`src/rtl/mem_stage_lsu.sv`:
```
// rtl/mem_stage_lsu.sv - RV32 memory-stage load/store unit with a req/ack data bus
// Optional feature: define MISALIGN_TRAP_EN to trap misaligned H/W accesses (adds MisalignM);
// without it, halfword and word addresses are force-aligned.
module mem_stage_lsu #(
  parameter int TIMEOUT_CYCLES = 255,
  parameter int CNT_W          = 8
) (
  input  logic        clk,
  input  logic        reset,
  input  logic        MemReadM,
  input  logic        MemWriteM,
  input  logic [2:0]  funct3M,
  input  logic [31:0] ALUResultM,
  input  logic [31:0] WriteDataM,
  output logic [31:0] ReadDataM,
  output logic        StallM,
  output logic        BusErrM,
  output logic        BusReq,
  output logic        BusWe,
  output logic [31:0] BusAddr,
  output logic [31:0] BusWData,
  output logic [3:0]  BusBe,
  input  logic [31:0] BusRData,
  input  logic        BusAck
`ifdef MISALIGN_TRAP_EN
  ,
  output logic        MisalignM
`endif
);

  typedef enum logic [1:0] {
    S_IDLE = 2'd0,
    S_REQ  = 2'd1,
    S_RESP = 2'd2,
    S_ERR  = 2'd3
  } state_t;

  // Last counter value before the timeout fires; unused when the timeout is disabled.
  localparam logic [CNT_W-1:0] TO_LAST = CNT_W'(TIMEOUT_CYCLES - 1);

  state_t            state_q, state_d;
  logic [CNT_W-1:0]  cnt_q, cnt_d;
  logic              req_q, req_d;
  logic              we_q, we_d;
  logic [31:0]       addr_q, addr_d;
  logic [31:0]       wdata_q, wdata_d;
  logic [3:0]        be_q, be_d;
  logic [1:0]        ld_size_q, ld_size_d;
  logic              ld_uns_q, ld_uns_d;
  logic [1:0]        ld_off_q, ld_off_d;
  logic [31:0]       rdata_q, rdata_d;

  logic              access;
  logic [1:0]        off;
  logic              is_b;
  logic              is_h;
  logic              is_w;
  logic              misalign;
  logic              start;
  logic              timeout_hit;
  logic [3:0]        be_fmt;
  logic [31:0]       wdata_fmt;
  logic [31:0]       load_ext;
  logic [7:0]        byte_sel;
  logic [15:0]       half_sel;

  assign access = MemReadM | MemWriteM;
  assign off    = ALUResultM[1:0];
  assign is_b   = (funct3M[1:0] == 2'b00);
  assign is_h   = (funct3M[1:0] == 2'b01);
  assign is_w   = ~is_b & ~is_h;

`ifdef MISALIGN_TRAP_EN
  assign misalign = access & ((is_h & off[0]) | (is_w & (off != 2'b00)));
`else
  assign misalign = 1'b0;
`endif

  // Reset gates the launch so every output reads 0 while reset is held.
  assign start       = (state_q == S_IDLE) & access & ~misalign & ~reset;
  assign timeout_hit = (TIMEOUT_CYCLES != 0) && (cnt_q == TO_LAST);

  // State and bus-field registers; BusReq drops as soon as reset rises.
  always_ff @(posedge clk or posedge reset) begin
    if (reset) begin
      state_q   <= S_IDLE;
      cnt_q     <= '0;
      req_q     <= 1'b0;
      we_q      <= 1'b0;
      addr_q    <= '0;
      wdata_q   <= '0;
      be_q      <= '0;
      ld_size_q <= '0;
      ld_uns_q  <= 1'b0;
      ld_off_q  <= '0;
      rdata_q   <= '0;
    end else begin
      state_q   <= state_d;
      cnt_q     <= cnt_d;
      req_q     <= req_d;
      we_q      <= we_d;
      addr_q    <= addr_d;
      wdata_q   <= wdata_d;
      be_q      <= be_d;
      ld_size_q <= ld_size_d;
      ld_uns_q  <= ld_uns_d;
      ld_off_q  <= ld_off_d;
      rdata_q   <= rdata_d;
    end
  end

  // Place store data into byte lanes; loads always request the whole word.
  always_comb begin
    be_fmt    = 4'b1111;
    wdata_fmt = 32'b0;
    if (MemWriteM) begin
      if (is_b) begin
        be_fmt    = 4'b0001 << off;
        wdata_fmt = {4{WriteDataM[7:0]}};
      end else if (is_h) begin
        be_fmt    = 4'b0011 << {off[1], 1'b0};
        wdata_fmt = {2{WriteDataM[15:0]}};
      end else begin
        wdata_fmt = WriteDataM;
      end
    end
  end

  // Next-state logic: launch, wait for ack or timeout, then one completion cycle.
  always_comb begin
    state_d   = state_q;
    cnt_d     = cnt_q;
    req_d     = req_q;
    we_d      = we_q;
    addr_d    = addr_q;
    wdata_d   = wdata_q;
    be_d      = be_q;
    ld_size_d = ld_size_q;
    ld_uns_d  = ld_uns_q;
    ld_off_d  = ld_off_q;
    rdata_d   = rdata_q;
    case (state_q)
      S_IDLE: begin
        if (start) begin
          state_d   = S_REQ;
          cnt_d     = '0;
          req_d     = 1'b1;
          we_d      = MemWriteM;
          addr_d    = {ALUResultM[31:2], 2'b00};
          wdata_d   = wdata_fmt;
          be_d      = be_fmt;
          ld_size_d = funct3M[1:0];
          ld_uns_d  = funct3M[2];
          ld_off_d  = off;
        end
      end
      S_REQ: begin
        if (BusAck) begin
          rdata_d = BusRData;
          req_d   = 1'b0;
          state_d = S_RESP;
        end else if (timeout_hit) begin
          req_d   = 1'b0;
          state_d = S_ERR;
        end else begin
          cnt_d = cnt_q + CNT_W'(1);
        end
      end
      S_RESP:  state_d = S_IDLE;
      S_ERR:   state_d = S_IDLE;
      default: state_d = S_IDLE;
    endcase
  end

  // Pick the addressed byte/half from the captured word and extend it.
  always_comb begin
    byte_sel = rdata_q[{ld_off_q, 3'b000} +: 8];
    half_sel = ld_off_q[1] ? rdata_q[31:16] : rdata_q[15:0];
    case (ld_size_q)
      2'b00:   load_ext = {{24{~ld_uns_q & byte_sel[7]}}, byte_sel};
      2'b01:   load_ext = {{16{~ld_uns_q & half_sel[15]}}, half_sel};
      default: load_ext = rdata_q;
    endcase
  end

  // Pipeline-facing outputs decoded from the current state.
  always_comb begin
    StallM    = start | (state_q == S_REQ);
    BusErrM   = (state_q == S_ERR);
    ReadDataM = 32'b0;
    if ((state_q == S_RESP) && !we_q) begin
      ReadDataM = load_ext;
    end
  end

  assign BusReq   = req_q;
  assign BusWe    = we_q;
  assign BusAddr  = addr_q;
  assign BusWData = wdata_q;
  assign BusBe    = be_q;

`ifdef MISALIGN_TRAP_EN
  assign MisalignM = (state_q == S_IDLE) & misalign & ~reset;
`endif

endmodule

```
`config.mk`:
```
export PLATFORM = sky130hd
export DESIGN_NAME = mem_stage_lsu
export DESIGN_NICKNAME = d
export VERILOG_FILES = /design/src/rtl/mem_stage_lsu.sv
export SDC_FILE = /design/constraint.sdc
export NUM_CORES = 1
export LEC_CHECK = 0
export CAP_MARGIN = 0
export CORE_ASPECT_RATIO = 1.4
export CORE_MARGIN = 1
export CORE_UTILIZATION = 25
export DETAILED_ROUTE_END_ITERATION = 8
export GPL_TIMING_DRIVEN = 0
export PLACE_DENSITY_LB_ADDON = 0.2
export SLEW_MARGIN = 20
export SYNTH_ARGS = -nofsm -noshare
export SYNTH_HDL_FRONTEND = slang
export SYNTH_SLANG_ARGS = --single-unit
```
`constraint.sdc`:
```
create_clock -name clk -period 3.4 [get_ports clk]
set_input_delay 0.51 -clock clk [delete_from_list [all_inputs] [get_ports clk]]
set_output_delay 0.51 -clock clk [all_outputs]
set_load 0.01 [all_outputs]
```
==> images/clocks.png <==
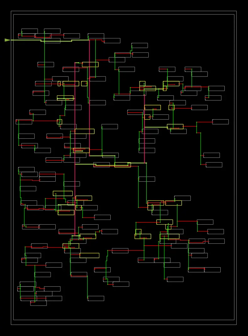
CLK BUF: 18
Clock Skews: 0.00673 ns
clk_lat worst skew: 0.41 ns
seq_cells: 115

==> images/layer_met3.png <==
(3 px per um)
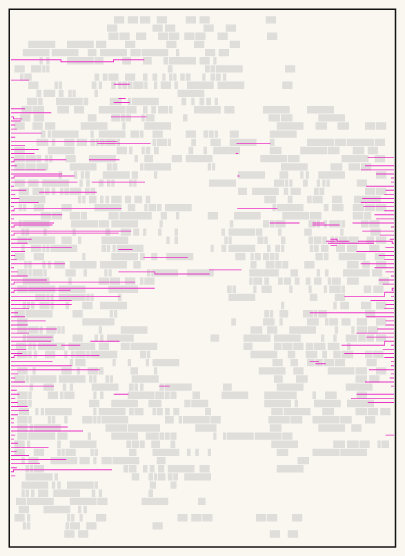
- wire length on this layer: 1680 um
- longest straight run: 47.6 um

==> images/clk_routes.png <==
(2 px per um)
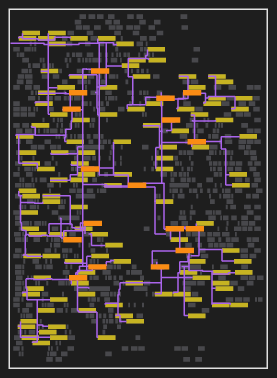
- yellow: flip-flops (count 115)
- purple: clock wires (length 1820 um)
- orange: clock drivers (count 17)
- routed clock nets: 18

==> results.txt <==
status -> finished, final reports clean
H-tree depth -> 4
Syn Inst Count -> 597
clock slew at reported path FFs -> 0.06 ns
vertical die size -> 179 um
wire per inst -> 16.9 um
Setup CP Type -> flop to primary output
CTS max path bufs -> 2
Final Net Count -> 930
yosys simple share -> 19.0%
first-pass GRT wire length -> 29200 um
worst ir drop on vdd -> 0.320 mV
Top delay family on crit path -> buffers and inverters
antenna cells -> 0
Post-synth EDFFs -> 0
Unique cell types -> 43
final setup vio count -> 0
GRT Util Overall -> 17.0%
TritonCTS buffer count -> 17
CP Launch Type -> flop
share of layout cells above drive strength 1 -> 11.9%
row count -> 64
syn_area_per_cell -> 9.35 sq um
Crit path buffers/inverters -> 2
Layout area overhead -> 56.6%
XOR/XNOR Area Share -> 0%
yosys synthesis warning count -> 0
slowest cell delay on critical path -> 0.56 ns
Root Driver -> clkbuf_16
P_leak -> 3.89 nW
CP Data Arrival Time -> 2.77 ns
CTS sink count -> 115
tool warning count -> 27
Pre-Place Util -> 25.5%
Die W -> 128 um
Registers, synthesis -> 115
maximum clock rate -> 305 MHz
largest net degree at the start of global routing -> 31
Top logic family -> simple AND/OR/NAND/NOR gates
CTS tree -> yes
Iter 0 DRT Violations -> 270
mux frac, synth -> 11.5%
Final Hold Fails -> 0
==> images/cell_density.png <==
(2 px per um) The die is cut into 13 by 18 equal tiles; white is low, dark blue is high, 0 to 100% covered.
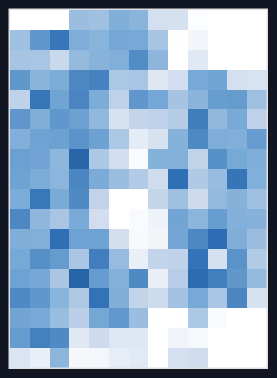
- tiles over 75% full: 1.7%
- fullest tile: 79%
- emptiest ninth of the die: top right
- nearly empty tiles: 13%
- densest ninth of the die: left middle

==> images/layer_met1.png <==
(1.5 px per um) Supply wires on this layer in grey.
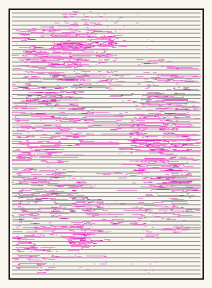
- share of all routed wire: 40%
- longest straight run: 48.3 um
vias: 5155
met1 Track Usage GR: 20.0%
DRT Wirelength: 19200 um

-- worst paths after layout --
path	startpoint	endpoint	slack, ns	cells past startpoint
hold / removal	BusWData[7]$_DFFE_PP0P_	BusWData[7]$_DFFE_PP0P_	0.47	2
hold reg to reg	BusWData[7]$_DFFE_PP0P_	BusWData[7]$_DFFE_PP0P_	0.47	2
min in group asynchronous	reset	BusAddr[14]$_DFFE_PP0P_	0.57	2
max in group asynchronous	reset	BusWe$_DFFE_PP0P_	2.12	4
setup / recovery	ld_size_q[0]$_DFFE_PP0P_	ReadDataM[19]	0.12	6
setup reg to reg	state_q[1]$_DFFE_PP0P_	cnt_q[6]$_DFFE_PP0P_	1.42	5
-- per-layer routing --
metal	GRT usage, %	wire length [um]
met1	20.0	7750
met2	28.9	9520
met3	5.85	1680
met4	5.44	203
met5	0	0
-- stage by stage --
step / instances / setup TNS (ns) / power, mW / cell area (sq um) / utilization, %
6_report: 1134 / 0 / 6.14 / 8740 / 40.0
5_1_grt: 1134 / 0 / 6.51 / 8740 / 40.0
4_1_cts: 1134 / 0 / 6.23 / 8740 / 40.0
3_5_place_dp: 1102 / -0.516 / 4.24 / 8080 / 37.0
3_3_place_gp: 1098 / -0.507 / 4.22 / 7990 / 36.5
2_1_floorplan: 598 / 0 / 3.15 / 5590 / -
-- Yosys cell counts (2+ instances only) --
| cell type | n | area share (%) |
|---|---|---|
| o31ai_1 | 2 | 0.27 |
| o211ai_1 | 2 | 0.27 |
| nand4_1 | 2 | 0.22 |
| buf_1 | 3 | 0.20 |
| and4_1 | 2 | 0.31 |
| or4_1 | 3 | 0.40 |
| mux2i_1 | 10 | 1.8 |
| buf_4 | 2 | 0.27 |
| o21ai_0 | 29 | 2.6 |
| dfrtp_1 | 115 | 52 |
| ha_1 | 2 | 0.45 |
| nor3_1 | 2 | 0.18 |
| a221oi_1 | 8 | 1.3 |
| a31oi_1 | 4 | 0.45 |
| and2_1 | 2 | 0.22 |
| inv_1 | 13 | 0.87 |
| a22o_1 | 8 | 1.3 |
| nor2_1 | 17 | 1.1 |
| mux2_2 | 48 | 9.7 |
| nand2b_1 | 2 | 0.22 |
| a21o_1 | 24 | 3.2 |
| or3_1 | 5 | 0.56 |
| nand2_1 | 179 | 12 |
| clkbuf_1 | 34 | 2.3 |
| a21oi_1 | 30 | 2.7 |
| nor2b_1 | 4 | 0.45 |
| buf_2 | 2 | 0.18 |
| nand3_1 | 28 | 2.5 |
-- repair_timing --
action / CTS / global route
setup buffers: 1 / 0
resized: 8 / 0
setup endpoints to repair: 12 / 0
-- registers in the layout, indices dropped and copies added (netlist names), 2 cells and up --
register	flops
cnt_q	8
BusBe	4
ld_size_q	2
BusWData	32
state_q	2
ld_off_q	2
rdata_q	32
BusAddr	30
-- power by group --
group          leakage (nW)  internal [mW]  switching [mW]
registers              1.42           1.83           0.350
logic                  2.17           1.06           0.966
clock network         0.305           1.24           0.691
total                  3.89           4.13            2.01
-- area by class of cell --
type	count	area (sq um)	area share (%)
buffer	41	175	2.00
clock buffer	18	429	4.91
clock inverter	14	203	2.32
inverter	13	52.6	0.601
multi-input combinational	428	2500	28.6
sequential	115	2880	32.9
tap	297	372	4.25
timing repair buffer	208	2130	24.3
Power figures rest on the tool's default switching activity, not on a simulated workload.
